===== src/rtl/psr_pkg.sv =====
// Shared definitions for the processor status register block: flag bit
// positions within the PSR word and the default build sizes.
package psr_pkg;

    localparam int FLAG_C = 4;
    localparam int FLAG_L = 3;
    localparam int FLAG_F = 2;
    localparam int FLAG_Z = 1;
    localparam int FLAG_N = 0;

    localparam int DEFAULT_NFLAGS = 5;
    localparam int DEFAULT_DEPTH  = 4;

endpackage


===== src/rtl/psr_lifo.sv =====
// Storage for saved PSR words. The caller guarantees that at most one of
// push/pop/swap is asserted per cycle and only when it is legal (push when not
// full, pop/swap when not empty); this block just performs the operation.
module psr_lifo
    import psr_pkg::*;
#(
    parameter  int W     = DEFAULT_NFLAGS,
    parameter  int DEPTH = DEFAULT_DEPTH,
    localparam int LW    = $clog2(DEPTH + 1)
) (
    input  logic          clk,
    input  logic          reset_n,
    input  logic          push,
    input  logic          pop,
    input  logic          swap,
    input  logic [W-1:0]  din,
    output logic [W-1:0]  top,
    output logic [LW-1:0] level,
    output logic          full,
    output logic          empty
);

    logic [W-1:0] mem [DEPTH];

    // Occupancy count and entry writes; push fills the slot at the current
    // level, swap overwrites the current top entry in place.
    always_ff @(posedge clk or negedge reset_n) begin
        if (!reset_n) begin
            level <= '0;
            for (int i = 0; i < DEPTH; i++) begin
                mem[i] <= '0;
            end
        end else begin
            if (push) begin
                level <= level + 1'b1;
            end else if (pop) begin
                level <= level - 1'b1;
            end
            for (int i = 0; i < DEPTH; i++) begin
                if (push && (level == LW'(i))) begin
                    mem[i] <= din;
                end else if (swap && (level == LW'(i + 1))) begin
                    mem[i] <= din;
                end
            end
        end
    end

    // Top-of-stack word; reads as zero when nothing has been saved.
    always_comb begin
        top = '0;
        for (int i = 0; i < DEPTH; i++) begin
            if (level == LW'(i + 1)) begin
                top = mem[i];
            end
        end
    end

    assign full  = (level == LW'(DEPTH));
    assign empty = (level == '0);

endmodule


===== src/rtl/psr_stack.sv =====
// Live processor status register with per-flag updates, whole-word load and
// a LIFO of saved words for interrupt entry/return. Refused pushes and pops
// raise sticky ovf/unf flags that stay set until clr_err.
module psr_stack
    import psr_pkg::*;
#(
    parameter  int NFLAGS = DEFAULT_NFLAGS,
    parameter  int DEPTH  = DEFAULT_DEPTH,
    localparam int LW     = $clog2(DEPTH + 1)
) (
    input  logic              clk,
    input  logic              reset_n,
    input  logic [NFLAGS-1:0] set_en,
    input  logic [NFLAGS-1:0] flags_d,
    input  logic              wr_all,
    input  logic [NFLAGS-1:0] wr_data,
    input  logic              push,
    input  logic              pop,
    input  logic              clr_err,
    output logic [NFLAGS-1:0] psr_q,
    output logic [LW-1:0]     level,
    output logic              full,
    output logic              empty,
    output logic              ovf,
    output logic              unf
);

    logic              doPush;
    logic              doPop;
    logic              doSwap;
    logic              ovfSet;
    logic              unfSet;
    logic [NFLAGS-1:0] topWord;
    logic [NFLAGS-1:0] psrNext;

    psr_lifo #(
        .W     (NFLAGS),
        .DEPTH (DEPTH)
    ) uLifo (
        .clk     (clk),
        .reset_n (reset_n),
        .push    (doPush),
        .pop     (doPop),
        .swap    (doSwap),
        .din     (psr_q),
        .top     (topWord),
        .level   (level),
        .full    (full),
        .empty   (empty)
    );

    // Decode push/pop requests into legal stack operations. Push+pop on an
    // empty stack degrades to a plain push; push+pop otherwise is a swap.
    always_comb begin
        doSwap = push && pop && !empty;
        doPush = push && !full && !(pop && !empty);
        doPop  = pop && !push && !empty;
        ovfSet = push && !pop && full;
        unfSet = pop && !push && empty;
    end

    // Live PSR next value: a restore from the stack beats a whole-word load,
    // which beats individual flag updates.
    always_comb begin
        psrNext = (psr_q & ~set_en) | (flags_d & set_en);
        if (doPop || doSwap) begin
            psrNext = topWord;
        end else if (wr_all) begin
            psrNext = wr_data;
        end
    end

    // Live register and sticky error bits; a new error in the same cycle as
    // clr_err keeps the bit set.
    always_ff @(posedge clk or negedge reset_n) begin
        if (!reset_n) begin
            psr_q <= '0;
            ovf   <= 1'b0;
            unf   <= 1'b0;
        end else begin
            psr_q <= psrNext;
            ovf   <= ovfSet || (ovf && !clr_err);
            unf   <= unfSet || (unf && !clr_err);
        end
    end

endmodule


===== config.mk =====
export PLATFORM = sky130hd
export DESIGN_NAME = psr_stack
export DESIGN_NICKNAME = d
export VERILOG_FILES = /design/src/rtl/psr_pkg.sv /design/src/rtl/psr_lifo.sv /design/src/rtl/psr_stack.sv
export SDC_FILE = /design/constraint.sdc
export NUM_CORES = 1
export LEC_CHECK = 0
export CAP_MARGIN = 20
export CELL_PAD_IN_SITES_DETAIL_PLACEMENT = 1
export CELL_PAD_IN_SITES_GLOBAL_PLACEMENT = 1
export CORE_UTILIZATION = 25
export CTS_CLUSTER_DIAMETER = 120
export DETAILED_ROUTE_END_ITERATION = 8
export GPL_ROUTABILITY_DRIVEN = 0
export MAX_ROUTING_LAYER = met4
export PLACE_DENSITY = 0.56
export SYNTH_ARGS = -nofsm -noshare
export SYNTH_HDL_FRONTEND = slang
export SYNTH_HIERARCHICAL = 1
export SYNTH_SLANG_ARGS = --single-unit
export TNS_END_PERCENT = 5

===== constraint.sdc =====
create_clock -name clk -period 5.69 [get_ports clk]
set_clock_uncertainty 0.1 [all_clocks]
set_input_delay 1.707 -clock clk [delete_from_list [all_inputs] [get_ports clk]]
set_output_delay 1.707 -clock clk [all_outputs]
set_load 0.02 [all_outputs]

==> results_slide.txt, run 1 <==
Implementation Results

Logic synthesis
  • Number of enable flip-flop cells: 0
  • YS chip area: 0.00161 mm^2
  • Netlist Area Pre-Place: 0.00161 mm^2
  • Synth area leaders: dfrtp_1 (47%), mux2_2 (13%), ha_1 (4.7%)
  • Synthesis Warnings: 6
  • Netlist cell types: 29
  • Seq share, synth: 46.7%
  • Synth area leader: dfrtp_1
  • Synth Flop Type: dfrtp_1
  • Compound-Gate Fraction of Synth Area: 9.64%
  • Most frequent cell after synthesis: dfrtp_1
  • Dominant kind of combinational cell: multiplexers
  • Yosys Instances: 133
  • Area share, top type: 46.7%
  • Simple share: 11.4%

Placement
  • IO Port Bufs: 32
  • Hpwl dp: 2.75 mm
  • Dpl cells: 235
  • Post-DP Area: between 0.0015 and 0.002 mm^2
  • DP Worst Slack: 1670 ps

Job
  • Stage-log warning count: 30
  • Max-cap violations: 0

Layout
  • Layout cell share with drive strength beyond 1: 24.4%
  • Clock buffer cells: 6
  • Filler cells: 679
  • Commonest Layout Cell: clkdlybuf4s50_1
  • Nets: 194
  • Final Core Density: between 30% and 40%
  • Inverters, non-clock: 6
  • Number of logic gates: 91
  • Post-route cell area: around 0.0021 mm^2
  • Cell Count, Final, Fillers Out: 243
  • Non-clk bufs: 33
  • Seq area share: 36.0%
  • Clock buf/inv share: 4.56%
  • Layout area overhead: 29.5%
  • Top cells excl fill/tap: clkdlybuf4s50_1 (32), dfrtp_1 (30), mux2_2 (19), nand2_1 (12), a22oi_1 (7)
  • Largest area class, layout: multi-input combinational cells
  • FF/Latch Area: 751 um^2

Critical path
  • Crit path DAT: about 2300 ps
  • Critical Path End: full
  • Worst Setup End Kind: primary output
  • Critical Path Source: uLifo/level[0]
  • R2R Setup Slk: 2710 ps
  • Critical path's slowest cell: clkdlybuf4s50_1
  • CP Launch Type: flip-flop
  • Crit-path max FO: 11
  • Buf/Inv on CP: 3
  • CP Depth: 5
  • Worst path required time: roughly 3900 ps
  • RR Startpoint: uLifo/level[0]
  • Crit-path most repeated cell: inv_1
  • Reg2reg path depth: 8
  • Worst path top cell family by delay: buffers and inverters
  • R2r endpoint: uLifo/mem[10]
  • Worst path max stage delay: about 630 ps
  • Worst-path cell chain: inv_1 -> ha_1 -> nand2_1 -> inv_1 -> clkdlybuf4s50_1
  • CP Class: flip-flop to primary output

Pwr
  • Power density cells: 496 mW/mm^2
  • Clock power share: 17.8%
  • Sequential power share: 38.0%
  • Sw power: between 0.3 and 0.4 mW
  • Pwr Total: 1.03 mW
  • Sw frac: 38.6%
  • Leak pwr: 0.893 nW
  • Largest power group: combinational cells
  • Comb power: about 0.46 mW
  • Power of the clock network: ~0.18 mW
  • Seq pwr: 0.392 mW
  • VDD IR max: 0.128 mV

Routing
  • Post-route DRC: 0
  • M1 WL: between 1.5 and 2 mm
  • Detail Route met3 WL: 194 um
  • Post-DR wirelength/cell: between 15 and 20 um
  • Met2 wire len: ~1.9 mm
  • Initial DRT Pass Iterations: 5
  • Vias per inst: 4.71
  • Final wirelength: between 3 and 4 mm
  • Top sig layer: met4
  • DRT iter0 DRCs: 62
  • Via count: 1145

Timing
  • RSZ-0062 raised after global routing: no
  • Worst slew pin tran: approximately 540 ps
  • Max Fclk: 0.247 GHz
  • Final setup vio count: 0
  • Max-slew violation count: 0
  • Fin crit share: 71.3%
  • Fin worst setup slack: 1630 ps
  • Worst rel slew slack: a little under two thirds
  • Final TNS setup: 0 ps
  • Min Tclk post-route: 4060 ps

Clock tree
  • CTS H-Tree Depth: 2
  • CTS Hold Bufs: 0
  • Clock Latency Late Sink: 290 ps
  • CTS Buffer Depth: 2
  • Root Buffer: clkbuf_8
  • Cts bufs inserted: 5
  • Resize count post-CTS: 0
  • Setup bufs post-CTS: 0

Global routing
  • First-pass GRT wire length: 6.31 mm
  • Initial antenna violation count: 0
  • Vias in the first global route: 1204
  • Grt ovf: 0
  • Pin count of the biggest net entering global routing: 31
  • Total track usage: 13.6%
  • GRT met1 Usage: 16.4%
  • Met3 usage: 3.85%

Run status
  • Status: complete, no violations

Min path
  • Hold path endpoint: uLifo/mem[9]
  • Worst Hold Depth: 1
  • HP Start: uLifo/mem[9]
  • Worst hold path class: flip-flop to flip-flop

Die
  • Core Rows: 28
  • Die Size: 0.00676 mm^2
  • # IOs: 33
  • Tap cells: between 70 and 80
run_1/power_grid.png
The bar under the picture is 20 um long. Pins as bars on the die edge.
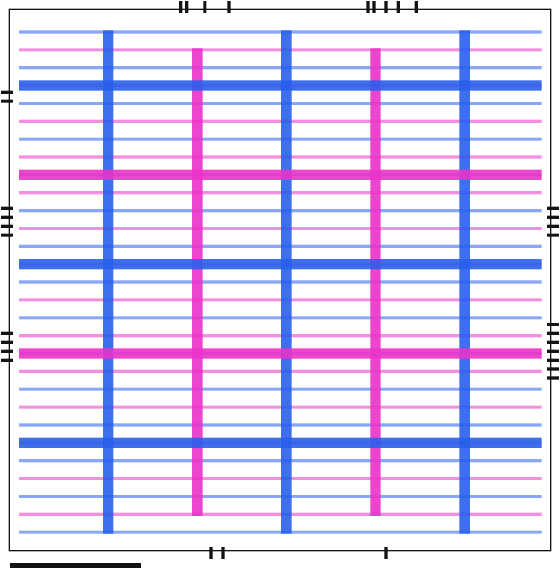
| net | colour |
|---|---|
| VDD | magenta |
| VSS | blue |
signal pins: 33
met5 straps: 5
met4 straps: 5
rows: 28
Vert. Die Dim: 82.2 um
floorplan die width: 82.2 um
core area: 0.00606 mm^2

run_1/placement_by_type.png
The bar under the picture is 20 um long.
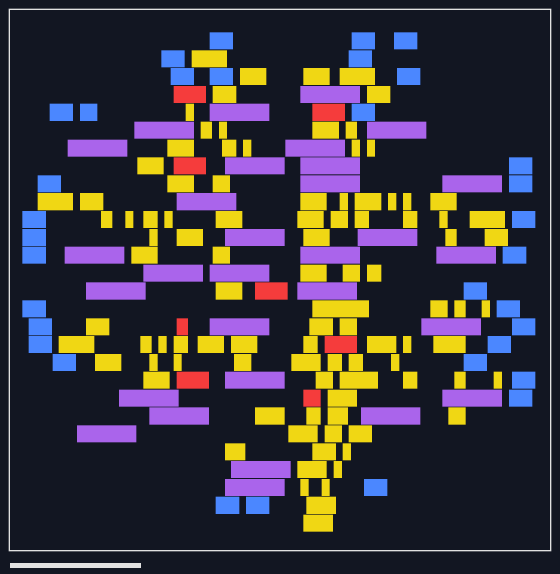
| class | colour | cells | share of their area |
|---|---|---|---|
| sequential cells | purple | 30 | 38% |
| remaining buffers and delay cells | blue | 33 | 16% |
| combinational and other logic | yellow | 97 | 41% |
| clock drivers and dummy loads | red | 8 | 4.8% |

run_1/clk_routes.png
The bar under the picture is 20 um long.
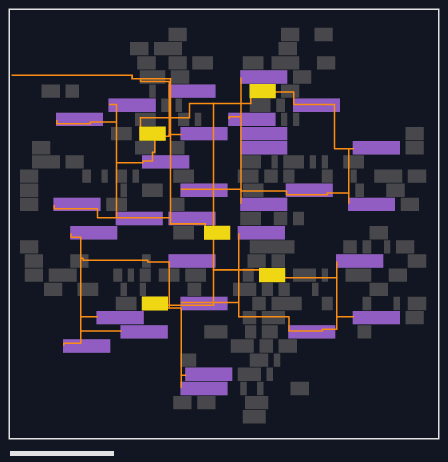
[clock drivers] yellow | count: 5
[clock wires] orange | length: 513 um
[flip-flops] purple | count: 30
routed clock nets: 6

run_1/wires.png
Two of the layers only.
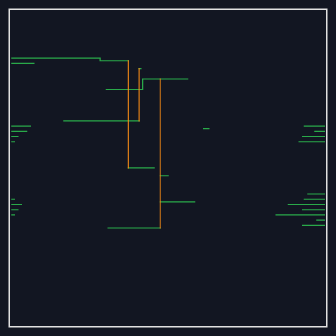
| layer | colour | wire length |
|---|---|---|
| metal 4 | orange | 80.2 um |
| metal 3 | green | 195 um |

run_1/placement.png
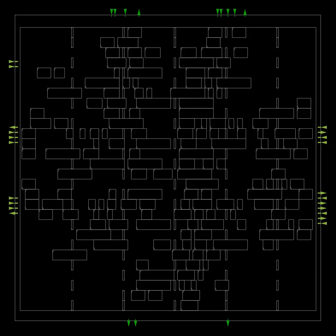

==> run 2: changes to the inputs <==
- clock period: 5.69 -> 4.01 ns (I/O delays scaled with it)
run_2/placement.png
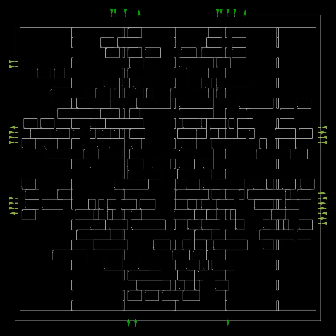
tap cells: 75
Seq area share: 35.7%
Cell Count, Final, Fillers Out: 242
registers: 30
Filler cells: 676

run_2/clk_routes.png
The bar under the picture is 20 um long.
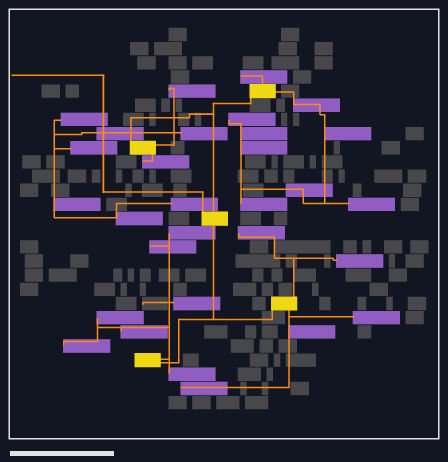
[clock drivers] yellow | count: 5
[flip-flops] purple | count: 30
[clock wires] orange | length: 501 um
routed clock nets: 6

==> results_slide.txt, run 2 <==
Implementation Results

Pwr
  • Comb power: between 0.6 and 0.7 mW
  • VDD IR max: roughly 0.23 mV
  • Sw frac: 36.6%
  • Comb power frac: roughly 43%
  • Sequential power share: 36.6%
  • Clock power share: 20.7%
  • Power of the clock network: 0.314 mW
  • Sw power: 0.555 mW
  • Power density cells: approximately 720 mW/mm^2
  • Pwr Total: 1.52 mW
  • Seq pwr: 0.555 mW
  • Leak pwr: 0.903 nW
  • Pint: 0.961 mW
  • Largest power group: combinational cells

Global routing
  • Pin count of the biggest net entering global routing: 31
  • First-pass GRT wire length: 6.32 mm
  • Vias in the first global route: 1197
  • Total track usage: 13.8%
  • Met3 usage: 4.18%
  • GRT met1 Usage: ~16%
  • Initial antenna violation count: 0
  • Grt ovf: 0
  • M2 GR Usage: 21.5%
  • Grt peak-use layer: met2

Logic synthesis
  • Synth Flop Type: dfrtp_1
  • Synth area leaders: dfrtp_1 (47%), mux2_2 (13%), ha_1 (4.7%)
  • Seq share, synth: between 40% and 50%
  • Yosys Instances: 133
  • MUX area fraction: between 20 and 25%
  • Netlist cell types: 29
  • Simple share: 11.4%
  • Netlist Area Pre-Place: 0.00161 mm^2
  • Compound-Gate Fraction of Synth Area: 9.64%
  • Synth Instances: 133
  • Synth cell count leaders: dfrtp_1 (30), mux2_2 (19), nand2_1 (12)
  • Dominant kind of combinational cell: multiplexers
  • Most frequent cell after synthesis: dfrtp_1
  • Synth async-reset ratio: 100%
  • Area share, top type: 46.7%
  • Post-Syn Area per Cell: 12.1 um^2
  • Synth Register Bits: 30
  • Synthesis Warnings: 6
  • Number of enable flip-flop cells: 0
  • XOR-XNOR Cells, Area Fraction: 1.09%
  • Synth area leader: dfrtp_1
  • YS chip area: about 0.0016 mm^2
  • Adder share: 4.67%
  • Floorplan Nets: 160

Layout
  • Top cells excl fill/tap: clkdlybuf4s50_1 (32), dfrtp_1 (30), mux2_2 (19), nand2_1 (12), a22oi_1 (7)
  • Combinational fraction of the cell area: 37.7%
  • Clock buffer cells: 6
  • Post-route cell area: ~0.0021 mm^2
  • Number of logic gates: 91
  • Signal buf overhead: between 10% and 20%
  • Nets: 194
  • Clock buf/inv share: between 5 and 6%
  • Largest area class, layout: multi-input combinational cells
  • Logic area: 792 um^2
  • FF/Latch Area: 751 um^2
  • Non-clk bufs: 33
  • # diodes: 0
  • Final Core Density: between 30% and 40%
  • Inverters, non-clock: 6
  • Layout area overhead: 30.6%
  • Commonest Layout Cell: clkdlybuf4s50_1
  • Layout cell share with drive strength beyond 1: 24.0%

Clock tree
  • CTS tree: yes
  • Setup bufs post-CTS: 0
  • Root Buffer: clkbuf_8
  • Cts bufs inserted: 5
  • CTS H-Tree Depth: 2
  • CTS Buffer Depth: 2
  • Sink Count: 30
  • Clock Latency Late Sink: ~280 ps
  • CTS Hold Bufs: 0
  • Clock transition at path regs: 60 ps
  • Resize count post-CTS: 0

Critical path
  • Worst path top cell family by delay: buffers and inverters
  • R2r endpoint: uLifo/mem[10]
  • Crit-path max FO: 11
  • Critical path's slowest cell: clkdlybuf4s50_1
  • Critical Path Source: uLifo/level[0]
  • Crit-path most repeated cell: inv_1
  • Worst path required time: 2710 ps
  • Buf/Inv on CP: 3
  • Crit path DAT: 2220 ps
  • Worst path max stage delay: approximately 630 ps
  • R2R Setup Slk: 1040 ps
  • CP Launch Type: flip-flop
  • CP Depth: 5
  • Worst Setup End Kind: primary output
  • Critical Path End: full
  • Worst-path cell chain: inv_1 -> ha_1 -> nand2_1 -> inv_1 -> clkdlybuf4s50_1
  • RR Startpoint: uLifo/level[0]
  • CP Class: flip-flop to primary output
  • Reg2reg path depth: 8

Min path
  • Worst hold path class: flip-flop to flip-flop
  • Worst Hold Depth: 1
  • HP Start: uLifo/mem[9]
  • Hold path endpoint: uLifo/mem[9]

Job
  • Stage-log warning count: 30
  • Max-cap violations: 0

Die
  • Core area: 0.00606 mm^2
  • Vert. Die Dim: 82.2 um
  • Die Size: between 0.006 and 0.007 mm^2
  • Core Util at FP: 26.5%
  • Core Rows: 28
  • Floorplan die width: 82.2 um
  • # IOs: 33

Timing
  • Max-slew violation count: 0
  • Worst rel slew slack: between 60% and 70%
  • Final setup vio count: 0
  • Fin worst setup slack: between 400 and 500 ps
  • Worst slew pin tran: 543 ps
  • Max Fclk: around 0.28 GHz
  • RSZ-0062 raised after global routing: no
  • Final hold slack: just over 400 ps
  • Min Tclk post-route: 3530 ps
  • Final TNS setup: 0 ps
  • Endpoints failing hold: 0
  • Fin crit share: 87.9%

Placement
  • DP Worst Slack: 499 ps
  • Hpwl dp: ~2.7 mm
  • Dpl cells: 235
  • IO Port Bufs: 32
  • Post-DP Area: 0.00199 mm^2

Routing
  • DRT iter0 DRCs: just over 70
  • Final wirelength: ~3.9 mm
  • Routed Antenna Nets: 0
  • Detail Route met3 WL: approximately 190 um
  • Post-DR wirelength/cell: between 15 and 20 um
  • Vias per inst: 4.65
  • Met2 wire len: 1.90 mm
  • M1 WL: 1.73 mm
  • Post-route DRC: 0
  • Via count: 1126
  • Initial DRT Pass Iterations: 4
  • Top sig layer: met4

Run status
  • Status: complete, no violations
Power is estimated from default activity; no workload was simulated.
